<file path="src/rtl/arith_test_harness.sv">
// Self-calibrating stimulus/check harness for a two-operand WIDTH-bit arithmetic DUT.
// Measures the DUT's pipeline latency, then issues stimulus and checks each result
// against a reference computed from a delayed copy of the operands.
module arith_test_harness #(
    parameter int unsigned WIDTH       = 16,
    parameter int unsigned MAX_LATENCY = 8,
    parameter int unsigned OP          = 0,
    parameter logic [31:0] SEED_A      = 32'hCAFEF00D,
    parameter logic [31:0] SEED_B      = 32'hFEEDC0DE
) (
    input  logic             clk_dut,
    input  logic             reset,
    input  logic             enable,
    input  logic             freeze,
    input  logic             i_start,
    input  logic [1:0]       i_mode,
    input  logic [31:0]      i_run_len,
    input  logic [WIDTH-1:0] i_dut_out,
    output logic [WIDTH-1:0] o_drive_a,
    output logic [WIDTH-1:0] o_drive_b,
    output logic             o_busy,
    output logic             o_done,
    output logic             o_cal_fail,
    output logic [3:0]       o_latency,
    output logic [31:0]      o_data_ctr,
    output logic [31:0]      o_event_ctr,
    output logic [WIDTH-1:0] o_err_a,
    output logic [WIDTH-1:0] o_err_b,
    output logic [WIDTH-1:0] o_err_got
);

    // Right-shifting Galois feedback masks for maximal-length sequences, widths 3..32.
    function automatic logic [31:0] lfsr_mask(input int unsigned w);
        case (w)
            3:  return 32'h0000_0006;
            4:  return 32'h0000_000C;
            5:  return 32'h0000_0014;
            6:  return 32'h0000_0030;
            7:  return 32'h0000_0060;
            8:  return 32'h0000_00B8;
            9:  return 32'h0000_0110;
            10: return 32'h0000_0240;
            11: return 32'h0000_0500;
            12: return 32'h0000_0829;
            13: return 32'h0000_100D;
            14: return 32'h0000_2015;
            15: return 32'h0000_6000;
            16: return 32'h0000_D008;
            17: return 32'h0001_2000;
            18: return 32'h0002_0400;
            19: return 32'h0004_0023;
            20: return 32'h0009_0000;
            21: return 32'h0014_0000;
            22: return 32'h0030_0000;
            23: return 32'h0042_0000;
            24: return 32'h00E1_0000;
            25: return 32'h0120_0000;
            26: return 32'h0200_0023;
            27: return 32'h0400_0013;
            28: return 32'h0900_0000;
            29: return 32'h1400_0000;
            30: return 32'h2000_0029;
            31: return 32'h4800_0000;
            default: return 32'h8020_0003;
        endcase
    endfunction

    localparam logic [2:0] StIdle  = 3'd0;
    localparam logic [2:0] StCal   = 3'd1;
    localparam logic [2:0] StRun   = 3'd2;
    localparam logic [2:0] StDrain = 3'd3;
    localparam logic [2:0] StDone  = 3'd4;

    localparam int unsigned CntW = $clog2(2 * MAX_LATENCY + 1);
    localparam int unsigned SwW  = 2 * WIDTH;

    localparam logic [WIDTH-1:0] LfsrMask = WIDTH'(lfsr_mask(WIDTH));
    // A zero seed would lock the LFSR, so it is replaced by 1.
    localparam logic [WIDTH-1:0] SeedA =
        (SEED_A[WIDTH-1:0] == '0) ? WIDTH'(1) : SEED_A[WIDTH-1:0];
    localparam logic [WIDTH-1:0] SeedB =
        (SEED_B[WIDTH-1:0] == '0) ? WIDTH'(1) : SEED_B[WIDTH-1:0];
    localparam logic [WIDTH-1:0] CalA   = WIDTH'(3);
    localparam logic [WIDTH-1:0] CalB   = WIDTH'(1);
    localparam logic [WIDTH-1:0] CalExp = (OP == 1) ? WIDTH'(2) : WIDTH'(4);

    function automatic logic [WIDTH-1:0] lfsr_step(input logic [WIDTH-1:0] s);
        return s[0] ? ((s >> 1) ^ LfsrMask) : (s >> 1);
    endfunction

    function automatic logic [WIDTH-1:0] corner(input logic [1:0] idx);
        case (idx)
            2'd0:    return '0;
            2'd1:    return WIDTH'(1);
            2'd2:    return {1'b1, {(WIDTH - 1){1'b0}}};
            default: return '1;
        endcase
    endfunction

    function automatic logic [WIDTH-1:0] op_ref(input logic [WIDTH-1:0] a,
                                                input logic [WIDTH-1:0] b);
        return (OP == 1) ? (a - b) : (a + b);
    endfunction

    logic [2:0]       state_q, state_d;
    logic [CntW-1:0]  cnt_q, cnt_d;
    logic [3:0]       latency_q, latency_d;
    logic             cal_fail_q, cal_fail_d;
    logic [1:0]       mode_q, mode_d;
    logic [31:0]      issued_q, issued_d;
    logic [WIDTH-1:0] lfsr_a_q, lfsr_a_d, lfsr_b_q, lfsr_b_d;
    logic [SwW-1:0]   sweep_q, sweep_d;
    logic [3:0]       corner_q, corner_d;
    logic [WIDTH-1:0] drive_a_q, drive_a_d, drive_b_q, drive_b_d;
    logic             valid_q, valid_d;
    logic [31:0]      data_ctr_q, data_ctr_d, event_ctr_q, event_ctr_d;
    logic             err_seen_q, err_seen_d;
    logic [WIDTH-1:0] err_a_q, err_a_d, err_b_q, err_b_d, err_got_q, err_got_d;

    logic             dl_v_q [MAX_LATENCY];
    logic [WIDTH-1:0] dl_a_q [MAX_LATENCY];
    logic [WIDTH-1:0] dl_b_q [MAX_LATENCY];

    logic             tap_v;
    logic [WIDTH-1:0] tap_a, tap_b;
    logic             check_valid, mismatch, run_done, issue, start_ok, in_flow;

    assign in_flow     = (state_q == StRun) || (state_q == StDrain);
    assign run_done    = (i_run_len != 32'd0) && (issued_q == i_run_len);
    assign issue       = (state_q == StRun) && enable && !run_done;
    assign start_ok    = i_start && ((state_q == StIdle) || (state_q == StDone));
    assign check_valid = in_flow && tap_v;
    assign mismatch    = check_valid && (op_ref(tap_a, tap_b) != i_dut_out);

    // Select the delay-line entry at the measured latency; latency 0 selects nothing.
    always_comb begin
        tap_v = 1'b0;
        tap_a = '0;
        tap_b = '0;
        for (int i = 0; i < MAX_LATENCY; i++) begin
            if (latency_q == 4'(i + 1)) begin
                tap_v = dl_v_q[i];
                tap_a = dl_a_q[i];
                tap_b = dl_b_q[i];
            end
        end
    end

    // Next-state logic: sequencing, stimulus generation, counters and error capture.
    always_comb begin
        state_d     = state_q;
        cnt_d       = cnt_q;
        latency_d   = latency_q;
        cal_fail_d  = cal_fail_q;
        mode_d      = mode_q;
        issued_d    = issued_q;
        lfsr_a_d    = lfsr_a_q;
        lfsr_b_d    = lfsr_b_q;
        sweep_d     = sweep_q;
        corner_d    = corner_q;
        drive_a_d   = drive_a_q;
        drive_b_d   = drive_b_q;
        valid_d     = 1'b0;
        data_ctr_d  = data_ctr_q;
        event_ctr_d = event_ctr_q;
        err_seen_d  = err_seen_q;
        err_a_d     = err_a_q;
        err_b_d     = err_b_q;
        err_got_d   = err_got_q;

        case (state_q)
            StCal: begin
                cnt_d     = cnt_q + CntW'(1);
                drive_a_d = '0;
                drive_b_d = '0;
                // One-cycle probe follows MAX_LATENCY cycles of zeros.
                if (cnt_q == CntW'(MAX_LATENCY - 1)) begin
                    drive_a_d = CalA;
                    drive_b_d = CalB;
                end
                if ((cnt_q > CntW'(MAX_LATENCY)) && (i_dut_out == CalExp)) begin
                    state_d   = StRun;
                    latency_d = 4'(cnt_q - CntW'(MAX_LATENCY));
                    mode_d    = (i_mode == 2'd3) ? 2'd0 : i_mode;
                    issued_d  = '0;
                end else if (cnt_q == CntW'(2 * MAX_LATENCY)) begin
                    state_d    = StDone;
                    cal_fail_d = 1'b1;
                    latency_d  = '0;
                end
            end
            StRun: begin
                if (issue) begin
                    valid_d  = 1'b1;
                    issued_d = issued_q + 32'd1;
                    case (mode_q)
                        2'd1: begin
                            drive_a_d = sweep_q[WIDTH-1:0];
                            drive_b_d = sweep_q[SwW-1:WIDTH];
                            sweep_d   = sweep_q + SwW'(1);
                        end
                        2'd2: begin
                            drive_a_d = corner(corner_q[1:0]);
                            drive_b_d = corner(corner_q[3:2]);
                            corner_d  = corner_q + 4'd1;
                        end
                        default: begin
                            drive_a_d = lfsr_a_q;
                            drive_b_d = lfsr_b_q;
                            lfsr_a_d  = lfsr_step(lfsr_a_q);
                            lfsr_b_d  = lfsr_step(lfsr_b_q);
                        end
                    endcase
                end
                if (run_done) begin
                    state_d = StDrain;
                    cnt_d   = '0;
                end
            end
            StDrain: begin
                drive_a_d = '0;
                drive_b_d = '0;
                cnt_d     = cnt_q + CntW'(1);
                if (cnt_q == CntW'(latency_q - 4'd1)) state_d = StDone;
            end
            StIdle, StDone: begin
                drive_a_d = '0;
                drive_b_d = '0;
            end
            default: state_d = StIdle;
        endcase

        if (!freeze) begin
            if (check_valid && (data_ctr_q != '1)) data_ctr_d = data_ctr_q + 32'd1;
            if (mismatch && (event_ctr_q != '1)) event_ctr_d = event_ctr_q + 32'd1;
        end
        // Capture is independent of freeze so the first failure is never lost.
        if (mismatch && !err_seen_q) begin
            err_seen_d = 1'b1;
            err_a_d    = tap_a;
            err_b_d    = tap_b;
            err_got_d  = i_dut_out;
        end

        if (start_ok) begin
            state_d     = StCal;
            cnt_d       = '0;
            latency_d   = '0;
            cal_fail_d  = 1'b0;
            sweep_d     = '0;
            corner_d    = '0;
            data_ctr_d  = '0;
            event_ctr_d = '0;
            err_seen_d  = 1'b0;
            err_a_d     = '0;
            err_b_d     = '0;
            err_got_d   = '0;
        end
    end

    // Control, stimulus and result state registers.
    always_ff @(posedge clk_dut) begin
        if (reset) begin
            state_q     <= StIdle;
            cnt_q       <= '0;
            latency_q   <= '0;
            cal_fail_q  <= 1'b0;
            mode_q      <= '0;
            issued_q    <= '0;
            lfsr_a_q    <= SeedA;
            lfsr_b_q    <= SeedB;
            sweep_q     <= '0;
            corner_q    <= '0;
            drive_a_q   <= '0;
            drive_b_q   <= '0;
            valid_q     <= 1'b0;
            data_ctr_q  <= '0;
            event_ctr_q <= '0;
            err_seen_q  <= 1'b0;
            err_a_q     <= '0;
            err_b_q     <= '0;
            err_got_q   <= '0;
        end else begin
            state_q     <= state_d;
            cnt_q       <= cnt_d;
            latency_q   <= latency_d;
            cal_fail_q  <= cal_fail_d;
            mode_q      <= mode_d;
            issued_q    <= issued_d;
            lfsr_a_q    <= lfsr_a_d;
            lfsr_b_q    <= lfsr_b_d;
            sweep_q     <= sweep_d;
            corner_q    <= corner_d;
            drive_a_q   <= drive_a_d;
            drive_b_q   <= drive_b_d;
            valid_q     <= valid_d;
            data_ctr_q  <= data_ctr_d;
            event_ctr_q <= event_ctr_d;
            err_seen_q  <= err_seen_d;
            err_a_q     <= err_a_d;
            err_b_q     <= err_b_d;
            err_got_q   <= err_got_d;
        end
    end

    // Operand delay line; entry i holds what the DUT saw i+1 cycles ago. Empty outside RUN/DRAIN.
    always_ff @(posedge clk_dut) begin
        if (reset || !in_flow) begin
            for (int i = 0; i < MAX_LATENCY; i++) begin
                dl_v_q[i] <= 1'b0;
                dl_a_q[i] <= '0;
                dl_b_q[i] <= '0;
            end
        end else begin
            dl_v_q[0] <= valid_q;
            dl_a_q[0] <= drive_a_q;
            dl_b_q[0] <= drive_b_q;
            for (int i = 1; i < MAX_LATENCY; i++) begin
                dl_v_q[i] <= dl_v_q[i-1];
                dl_a_q[i] <= dl_a_q[i-1];
                dl_b_q[i] <= dl_b_q[i-1];
            end
        end
    end

    assign o_drive_a   = drive_a_q;
    assign o_drive_b   = drive_b_q;
    assign o_busy      = (state_q == StCal) || (state_q == StRun);
    assign o_done      = (state_q == StDone);
    assign o_cal_fail  = cal_fail_q;
    assign o_latency   = latency_q;
    assign o_data_ctr  = data_ctr_q;
    assign o_event_ctr = event_ctr_q;
    assign o_err_a     = err_a_q;
    assign o_err_b     = err_b_q;
    assign o_err_got   = err_got_q;

endmodule

</file>
<file path="config.mk">
export PLATFORM = sky130hd
export DESIGN_NAME = arith_test_harness
export DESIGN_NICKNAME = d
export VERILOG_FILES = /design/src/rtl/arith_test_harness.sv
export SDC_FILE = /design/constraint.sdc
export NUM_CORES = 1
export LEC_CHECK = 0
export ABC_CLOCK_PERIOD_IN_PS = 6100
export CAP_MARGIN = 20
export CORE_MARGIN = 2
export CORE_UTILIZATION = 45
export CTS_BUF_LIST = sky130_fd_sc_hd__clkbuf_4
export DETAILED_ROUTE_END_ITERATION = 6
export HOLD_SLACK_MARGIN = 0.02
export PLACE_DENSITY = 0.67
export SLEW_MARGIN = 20
export SYNTH_ARGS = -nofsm -noshare
export SYNTH_HDL_FRONTEND = slang
export SYNTH_SLANG_ARGS = --single-unit
export TNS_END_PERCENT = 30
</file>
<file path="constraint.sdc">
create_clock -name clk_dut -period 6.1 [get_ports clk_dut]
set_input_delay 1.22 -clock clk_dut [delete_from_list [all_inputs] [get_ports clk_dut]]
set_output_delay 1.22 -clock clk_dut [all_outputs]
set_load 0.02 [all_outputs]
</file>
Fig. 1: run 1, clock routing
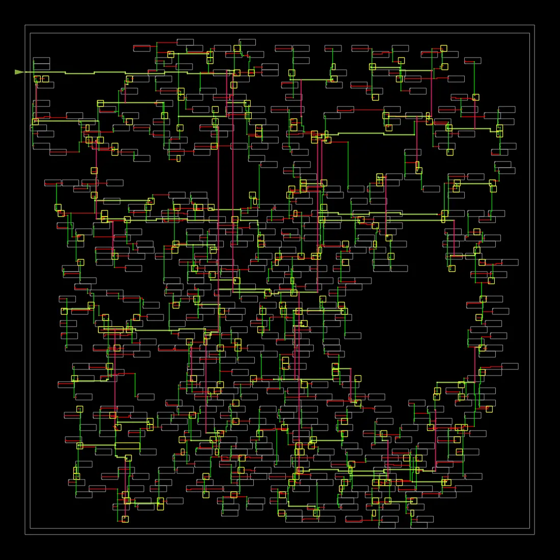
CTS Sinks: 525
CLK BUF: 203

Fig. 2: run 1, cell area per tile
Drawn at 1.5 px/um. 23 x 23 tiles, from black (low) to pale yellow (high), 0 to 100% covered.
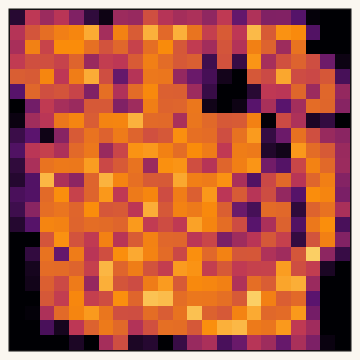
mean over tiles	50%
nearly empty tiles	7.9%
tiles over 75% full	11%
fullest tile	90%
Initial Util: 45.6%
final core occ: 54.5%
Core ar.: 49000 um^2

Fig. 3: run 1, pin map
Drawn at 1.5 px/um. Pins as bars across the die edge, other pins in gray.
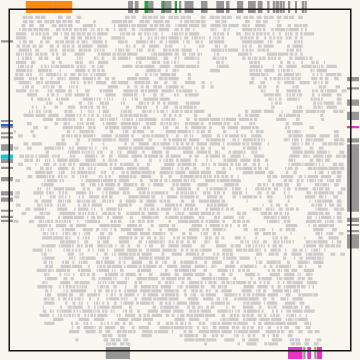
color	port	pins	direction	edge
green	`o_latency`	4	output	top
orange	`i_run_len`	32	input	top
cyan	`i_mode`	2	input	left
blue	`o_done`	1	output	left
magenta	`o_err_a`	16	output	15 bottom, 1 right
die height: 227 um
die width: 227 um

Fig. 4: run 1, cell classes on the final placement
Drawn at 1 px/um.
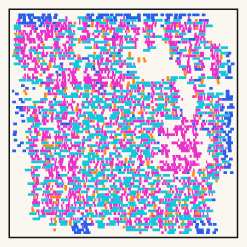
color	class	cells	share of their area
cyan	flip-flops	525	41%
magenta	all other logic	1838	43%
orange	clock drivers and dummy loads	235	6.6%
blue	other buffers and delay cells	250	9.5%
cell area after layout: 26700 um^2
std cell rows: 81

==> results.json, run 1 <==
{
  "rsz0062_at_grt": "no",
  "grt_pass1_vias": 17874,
  "totalWireLength_mm": 56.1,
  "hold_class": "flop to flop",
  "top_layer": "met4",
  "wl_met2_mm": 26.3,
  "avgRoutedWirePerCell_um": 15.9,
  "p_clk_share_pct": 45.4,
  "xor_share_pct": 5.33,
  "critPathMostFrequentCell": "buf_4",
  "syn_inst": 2534,
  "top_usage_layer": "met2",
  "switching_share_pct": 22.6,
  "reg2reg_slack_ns": 0.29,
  "ys_top_cells_by_count": "dfxtp_1 (525), and2_1 (276), nand2_1 (258), nor2_1 (201), a21oi_1 (181)",
  "grt_use_total_pct": 21.8,
  "top_area_share_pct": 47.1,
  "viasPerCell": 5.30,
  "ios": 206,
  "crit_path_top_delay_cell": "or4b_4",
  "finalSetupTns_ns": 0,
  "cp_cell_sequence": "inv_1 -> ha_1 -> nor4b_4 -> buf_4 -> buf_4 -> a22oi_1 -> nor2_1 -> a221oi_1 -> a211oi_1 -> a21oi_1 -> o21ai_0 -> ha_1 -> o21a_1 -> or2_1 -> o21ai_0 -> nor3_1 -> a2111oi_1 -> buf_4 -> xor2_1 -> or4b_4 -> nand2_2 -> buf_12 -> mux2i_1",
  "antenna_cells": 8,
  "setup_viol": 0,
  "dp_slack_ns": 0.217,
  "final-hold-violation-count": 0,
  "buffers": 250,
  "cp.depth": 23,
  "warnings": 36,
  "worst_slew_pin_slew_ns": 1.01,
  "post_dp_cell_area_um2": 24900,
  "ys_area_um2": 22300,
  "drt-met1-wl_mm": 26.1,
  "grt-ovfl-total": 0,
  "synthMuxAreaShare_pct": 2.44,
  "root_buffer": "clkbuf_4",
  "port_buffers": 205,
  "nMultiInputCombCells": 1794,
  "avgSynthCellArea_um2": 8.80,
  "fp_nets": 2620,
  "endpoint": "o_err_a[12]$_SDFFE_PP0P_",
  "taps": 664,
  "die-area_um2": 51400,
  "buf_share_pct": 9.24,
  "crit_required_ns": 6.94,
  "post_cts_buffers": 0,
  "cts_max_level": 4,
  "clk_pin_slew_ns": 0.06,
  "detailed_place_hpwl_mm": 38.1,
  "vias": 18667,
  "combGateArea_um2": 11000,
  "sequentialPower_mw": 3.43,
  "top_cell": "dfxtp_1",
  "dp_cells": 3276,
  "biggestCellCategory": "multi-input combinational cells",
  "aoi_share_pct": 14.5,
  "final_cells": 3520,
  "peakVddDrop_mv": 0.132,
  "whs_ns": 0.419,
  "firstDrtPassIters": 5,
  "antenna_found_initial": 2,
  "finalCritPeriodShare_pct": 95.3,
  "holdPathEnd": "dl_b_q[0][45]$_SDFF_PP0_",
  "worst-path-buf-inv": 5,
  "critical-path-top-delay-family": "AND-OR/OR-AND gates",
  "drive_gt1_share_pct": 10.1,
  "antenna_left": 0,
  "grtUsageMet3_pct": 4.70,
  "powerComb_mw": 0.151,
  "met1_usage_pct": 28.6,
  "fa_ha_area_share_pct": 1.77,
  "ys.flops": 525,
  "finClkSkew_ns": 0.0598,
  "clk_latency_ns": 0.97,
  "nets": 2841,
  "syn_area_um2": 22300,
  "cp-start-kind": "flop",
  "cp.arrival_ns": 6.65,
  "ys_seq_share_pct": 47.1,
  "grtUsageMet2_pct": 35.0,
  "edf_count": 0,
  "logic_family": "simple AND/OR/NAND/NOR gates",
  "timing.rr.end": "o_err_a[12]$_SDFFE_PP0P_",
  "outcome": "finished, final reports clean",
  "clock_cell_area_share_pct": 6.41,
  "reg.largest.list": "dl_a_q (128), dl_b_q (128)",
  "async_reset_ff_share_pct": 0,
  "flop_area_um2": 10500,
  "cts_tree": "done"
}
Fig. 5: run 1, routed metal, one color a layer
Drawn at 1 px/um.
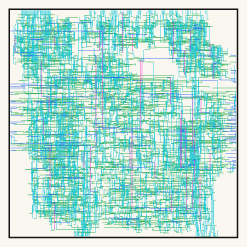

==> run 1 -> run 2 <==
- CORE_UTILIZATION: 45 -> 30
- PLACE_DENSITY: 0.67 -> 0.54
- SKIP_LAST_GASP: not set -> 1
Fig. 6: run 2, routed metal, one color a layer
Drawn at 1 px/um.
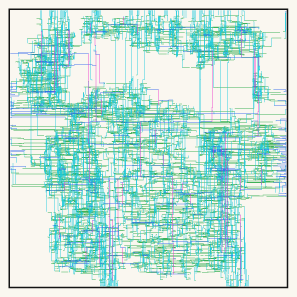
color	layer	wire length
blue	met3	3310 um
green	met1	28.3 mm
magenta	met4	1690 um
cyan	met2	27.6 mm
WL/cell: 15.9 um
via count: 18667
GRT Util Overall: 15.6%
routed wire length: 60.9 mm

Fig. 7: run 2, pin map
Drawn at 1.5 px/um. Pins as bars across the die edge, other pins in gray.
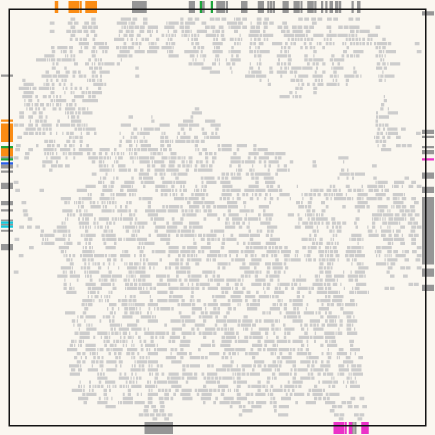
color	port	pins	direction	edge
cyan	`i_mode`	2	input	left
orange	`i_run_len`	32	input	18 top, 14 left
magenta	`o_err_a`	16	output	15 bottom, 1 right
green	`o_latency`	4	output	2 left, 2 top
blue	`o_done`	1	output	left
all pins by edge	78 top, 55 right, 37 bottom, 36 left
die width: 277 um
die height: 277 um

==> run 2 against run 1 <==
Effect of this change:
- maximum frequency is 3.3% higher
- synthesized cell count is the same
- die area up 49%
- setup slack better by 0.19 ns
- non-clock buffer count grew 3
- global-route usage decreased by 6.2 points
- core utilization is 17 points lower
- clock skew grew 0.0094 ns
- cell area is 1.8% higher
- critical endpoint is now o_err_a[14]$_SDFFE_PP0P_
- highest routed layer unchanged
==> results.json, run 2 <==
{
  "setup_viol": 0,
  "finalSetupTns_ns": 0,
  "outcome": "finished, final reports clean",
  "finClkSkew_ns": 0.0692,
  "grtUsageMet2_pct": 24.8,
  "top_area_share_pct": 47.1,
  "buffers": 253,
  "ys_area_um2": 22300,
  "core-area_um2": 73300,
  "antenna_left": 0,
  "cp_cell_sequence": "inv_1 -> ha_1 -> nor4b_4 -> buf_12 -> a22oi_1 -> nor2_1 -> a221oi_1 -> a211oi_1 -> a21oi_1 -> o21ai_0 -> ha_1 -> inv_1 -> fa_1 -> nor2b_1 -> o2111ai_1 -> a32oi_1 -> buf_4 -> mux2_2 -> mux2i_1 -> nand4_1 -> or4b_4 -> nand2_2 -> buf_12 -> mux2i_1",
  "post_dp_cell_area_um2": 25400,
  "timing.rr.end": "o_err_a[14]$_SDFFE_PP0P_",
  "worst-path-buf-inv": 5,
  "avgSynthCellArea_um2": 8.80,
  "crit_path_top_delay_cell": "or4b_4",
  "logic_family": "simple AND/OR/NAND/NOR gates",
  "met1_usage_pct": 20.2,
  "fp_nets": 2620,
  "rsz0062_at_grt": "no",
  "antenna_found_initial": 1,
  "drt-met1-wl_mm": 28.3,
  "ys_seq_share_pct": 47.1,
  "nClkBuffers": 210,
  "grt-ovfl-total": 0,
  "fin_area_um2": 27200,
  "buf_share_pct": 9.30,
  "cp-start-kind": "flop",
  "biggestCellCategory": "multi-input combinational cells",
  "crit_required_ns": 6.95,
  "clock-sinks": 525,
  "peakVddDrop_mv": 0.145,
  "reg.largest.list": "dl_a_q (128), dl_b_q (128)",
  "hold_class": "flop to flop",
  "flop_area_um2": 10500,
  "top_layer": "met4",
  "ys.flops": 525,
  "drive_gt1_share_pct": 10.4,
  "reg2reg_slack_ns": 0.47,
  "finalCritPeriodShare_pct": 92.2,
  "async_reset_ff_share_pct": 0,
  "sequentialPower_mw": 3.43,
  "cp.depth": 24,
  "worst_slew_pin_slew_ns": 1.06,
  "syn_area_um2": 22300,
  "fa_ha_area_share_pct": 1.77
}
